==> src/rtl/mem_access_ctrl.sv <==
// Memory-stage controller: sequences D-cache loads/stores, stalls the pipe until dhit, freezes on HALT.
// Optional ACCESS watchdog enabled by defining MEM_WATCHDOG_EN.
module mem_access_ctrl #(
  parameter int MAX_WAIT = 255,
  parameter int CNT_W    = 32
) (
  input  logic             CLK,
  input  logic             RST,
  input  logic             valid_EX_MEM,
  input  logic             dREN_EX_MEM,
  input  logic             dWEN_EX_MEM,
  input  logic [31:0]      result_EX_MEM,
  input  logic [31:0]      dmemstore_EX_MEM,
  input  logic             halt_EX_MEM,
  input  logic             dhit,
  input  logic [31:0]      dmemload,
  output logic             dmemREN,
  output logic             dmemWEN,
  output logic [31:0]      dmemaddr,
  output logic [31:0]      dmemstore,
  output logic [31:0]      load_data_MEM,
  output logic             enable_EX_MEM,
  output logic             enable_MEM_WB,
  output logic             flush_MEM_WB,
  output logic             halted,
  output logic             mem_timeout,
  output logic [CNT_W-1:0] stall_count
);

  typedef enum logic [1:0] {ST_IDLE, ST_ACCESS, ST_DONE, ST_HALTED} state_t;

  state_t           r_state, w_next;
  logic             r_is_rd, r_is_wr;
  logic [31:0]      r_addr, r_wdata, r_load;
  logic [CNT_W-1:0] r_stall;
  logic             w_memop, w_latch, w_wd_expire;

  assign w_memop = valid_EX_MEM & (dREN_EX_MEM | dWEN_EX_MEM);

`ifdef MEM_WATCHDOG_EN
  localparam int WD_W = (MAX_WAIT < 256) ? 8 : 16;
  logic [WD_W-1:0] r_wd_cnt;
  logic            r_timeout;

  // Counter holds the number of hit-less ACCESS cycles already spent.
  assign w_wd_expire = (r_state == ST_ACCESS) && !dhit &&
                       (r_wd_cnt == WD_W'(MAX_WAIT - 1));

  always_ff @(posedge CLK) begin
    if (RST) begin
      r_wd_cnt  <= '0;
      r_timeout <= 1'b0;
    end else begin
      if (w_latch)
        r_wd_cnt <= '0;
      else if (r_state == ST_ACCESS && !dhit)
        r_wd_cnt <= r_wd_cnt + 1'b1;
      if (w_wd_expire)
        r_timeout <= 1'b1;
    end
  end

  assign mem_timeout = r_timeout;
`else
  logic w_unused_cfg;
  assign w_unused_cfg = (MAX_WAIT < 0);
  assign w_wd_expire  = 1'b0;
  assign mem_timeout  = 1'b0;
`endif

  always_comb begin
    w_next        = r_state;
    w_latch       = 1'b0;
    enable_EX_MEM = 1'b1;
    enable_MEM_WB = 1'b1;
    flush_MEM_WB  = 1'b0;
    dmemREN       = 1'b0;
    dmemWEN       = 1'b0;
    halted        = 1'b0;
    case (r_state)
      ST_IDLE: begin
        if (w_memop) begin
          enable_EX_MEM = 1'b0;
          flush_MEM_WB  = 1'b1;
          w_latch       = 1'b1;
          w_next        = ST_ACCESS;
        end else if (valid_EX_MEM && halt_EX_MEM) begin
          w_next = ST_HALTED;
        end
      end
      ST_ACCESS: begin
        dmemREN       = r_is_rd;
        dmemWEN       = r_is_wr;
        enable_EX_MEM = 1'b0;
        flush_MEM_WB  = 1'b1;
        if (dhit)
          w_next = ST_DONE;
        else if (w_wd_expire)
          w_next = ST_HALTED;
      end
      ST_DONE:   w_next = ST_IDLE;
      ST_HALTED: begin
        enable_EX_MEM = 1'b0;
        enable_MEM_WB = 1'b0;
        halted        = 1'b1;
      end
      default:   w_next = ST_IDLE;
    endcase
  end

  always_ff @(posedge CLK) begin
    if (RST) begin
      r_state <= ST_IDLE;
      r_is_rd <= 1'b0;
      r_is_wr <= 1'b0;
      r_addr  <= '0;
      r_wdata <= '0;
      r_load  <= '0;
      r_stall <= '0;
    end else begin
      r_state <= w_next;
      if (w_latch) begin
        r_addr  <= result_EX_MEM;
        r_wdata <= dmemstore_EX_MEM;
        // A request flagged as both read and write is treated as a write.
        r_is_wr <= dWEN_EX_MEM;
        r_is_rd <= dREN_EX_MEM & ~dWEN_EX_MEM;
      end
      if (r_state == ST_ACCESS && dhit && r_is_rd)
        r_load <= dmemload;
      if (!enable_EX_MEM && r_state != ST_HALTED && r_stall != {CNT_W{1'b1}})
        r_stall <= r_stall + 1'b1;
    end
  end

  assign dmemaddr      = r_addr;
  assign dmemstore     = r_wdata;
  assign load_data_MEM = r_load;
  assign stall_count   = r_stall;

endmodule
==> config.mk <==
export PLATFORM = sky130hd
export DESIGN_NAME = mem_access_ctrl
export DESIGN_NICKNAME = d
export VERILOG_FILES = /design/src/rtl/mem_access_ctrl.sv
export SDC_FILE = /design/constraint.sdc
export NUM_CORES = 1
export LEC_CHECK = 0
export CORE_MARGIN = 2
export CORE_UTILIZATION = 53
export CTS_CLUSTER_SIZE = 14
export DETAILED_ROUTE_END_ITERATION = 6
export DONT_BUFFER_PORTS = 1
export PLACE_DENSITY = 0.68
export RECOVER_POWER = 50
export SKIP_LAST_GASP = 1
export SLEW_MARGIN = 20
export SYNTH_ARGS = -nofsm -noshare
export SYNTH_HDL_FRONTEND = slang
export SYNTH_SLANG_ARGS = --single-unit
==> constraint.sdc <==
create_clock -name CLK -period 3.3 [get_ports CLK]
set_clock_uncertainty 0.05 [all_clocks]
set_input_delay 0.66 -clock CLK [delete_from_list [all_inputs] [get_ports CLK]]
set_output_delay 0.66 -clock CLK [all_outputs]
set_load 0.1 [all_outputs]
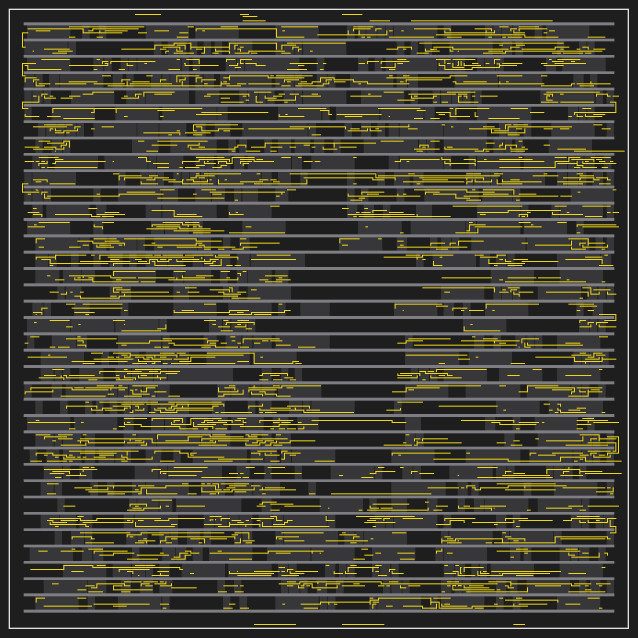
layer_met1.png
Drawn at 6 px/um. Supply wires on this layer in gray. Cells faint in the background.
share of all routed wire	38%
main direction	horizontal
nets with wire on the layer	703
wire length on this layer	5070 um
longest straight run	24.8 um
DRT Wirelength: 13.4 mm
number of vias in the routed layout: 4663
met1 track demand over resource in global routing: 26.1%

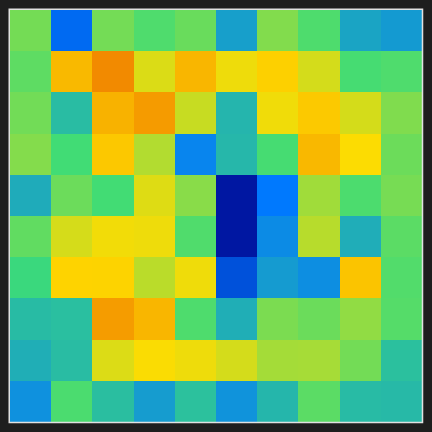
cell_density.png
Drawn at 4 px/um. 10 x 10 tiles, from dark blue (low) to red (high), 0 to 100% covered.
emptiest ninth of the die	middle
mean over tiles	55%
tiles over 75% full	14%
share of the core filled by cells before placement: 53.8%
floorplan core area: 0.00964 mm^2

==> run summary <==
Physical implementation

Ranking logic cells in the layout by count gives the top entries nand2_1, dfxtp_1, a21oi_1. The cell area after technology mapping is just over 0.005 mm^2. The global-route track usage on met3 is slightly above 10%. The minimum setup slack among reg-to-reg paths is about 0.22 ns.

The start point of the worst min-delay path is RST. Max-cap violations in this run came to 0. The capture point of the critical path was reported as flush_MEM_WB. The Yosys step of the flow raised 0 warnings.

Signal nets in the final route climb as high as met4. Together, buffers and inverters on the worst path number 3. The post-route met1 wirelength is 5.07 mm. The switching power is around 2.2 mW.

Total power normalized to cell area comes to approximately 890 mW/mm^2. Walking the critical path from launch to capture passes 6 cell instances. In the CTS report, the clock slew at the register clock pins of the worst setup and hold paths is listed as ~0.06 ns.

The endpoint of the most critical register-to-register path is stall_count[31]. After synthesis, the chip area reported by Yosys is 0.00519 mm^2. The flow ran to the end, and the final reports show no timing, DRC or antenna violations.

The met3 wire length is between 1 and 1.5 mm. The worst setup slack before clock tree synthesis is about 0.52 ns. Per the final timing report, the hold violations number 0. The report gives the cell count of the worst hold path as 1. The core utilization of the finished layout is between 60% and 70%. The final report gives the standard cell area, fillers excluded, as ~0.0060 mm^2. Per the synth log, the flip-flop and latch total comes to ~130. The total die size is roughly 0.011 mm^2.

The cell family contributing the most delay on the critical path is buffers and inverters. The number of vias per cell after detailed routing is ~5.7. Setup repair after global routing left no endpoint under its margin. Across every metal layer, demand over resource in global routing totals 23.9%.

The portion of the post-synthesis area used by sequential elements is 50.9%. The number of standard cells in the final layout excluding fillers is roughly 820. The via count of the first global-routing pass is about 4200. The max-slew headroom at the worst pin is between 4 and 5%. After synthesis, the share of flip-flops with an asynchronous set or reset is 0%. Entering global routing, the biggest net connects roughly 140 pins. The worst setup path is captured at an output port. Per the synthesis report, the number of distinct cell types is approximately 43. The clock network accounts for a little over a third of the total power. For this run, the final setup violation count is recorded as 0. After synthesis, the most frequently instantiated cells are nand2_1, dfxtp_1, a21oi_1.

After detailed routing, the number of remaining DRC violations is 0. The final-report max-slew violation count is 0. The clock period minus final worst setup slack is 3.09 ns.

The area fraction in full adders, half adders and majority gates is less than 1%. 0 antenna diodes ended up in the layout. The area added between synthesis and finish is 15.5%.

The tree is rooted in a clkbuf_8. Counting the buffers created by CTS gives 17. The number of core rows is 36.

The transition time recorded at the tightest slew-check pin is roughly 1.4 ns. For this run, the detailed router's first-pass iteration total came to 4. The longest clock path from root to sink contains 2 buffers. In this run, the synthesized area fraction spent on xor and xnor cells is recorded as 0.844%. Per the synthesis report, the AND-OR/OR-AND share of the synthesized area is between 10% and 20%.

The proportion of power drawn by combinational gates is a little over an eighth. After global routing the overflow that remains totals 0. The sequential cell fraction of total power is a little over half. The vertical die dimension reported for this design is about 100 um.

Per the log, the first TritonRoute iteration ended with a DRC count of approximately 260. In the setup report, the worst path falls into the class register to output port. Logic depth along the worst register-to-register path is recorded as 6. The sequential power is roughly 2.8 mW.

The global placer's final weighted congestion is 0.813.
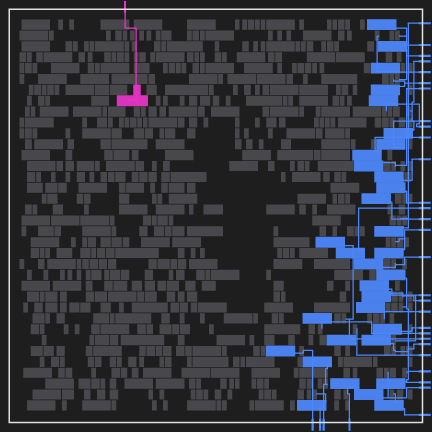
io_fan.png
Drawn at 4 px/um.
port	color	bits	direction	end cells	buffers	wire
`dREN_EX_MEM`	magenta	1	input	2	0	27.2 um
`load_data_MEM`	blue	32	output	32	0	577 um
number of buffer cells added on primary ports: 0
number of ports placed on the die boundary: 238

-- sequential cells by signal, indices dropped and copies added (netlist names) --
register and count:
dmemaddr 32, dmemstore 32, load_data_MEM 32, r_is_rd 1, r_is_wr 1, r_state 2, stall_count 32
-- worst register-to-register path, stage by stage, from the launching register on --
cell and delay, ns:
dfxtp_1 0.35, clkbuf_1 0.95, nand2_1 0.13, or3_1 0.36, a311o_1 0.48, or4_1 0.54, a21oi_1 0.15
-- layout make-up --
| class | instances | area [um^2] |
|---|---|---|
| timing repair buffer | 42 | 194 |
| inverter | 9 | 33.8 |
| clock buffer | 18 | 428 |
| fill | 912 | 3650 |
| clock inverter | 13 | 159 |
| multi-input combinational | 476 | 2370 |
| tap | 133 | 166 |
| sequential | 132 | 2640 |
No activity file was given, so power comes from the tool's default toggle rates.
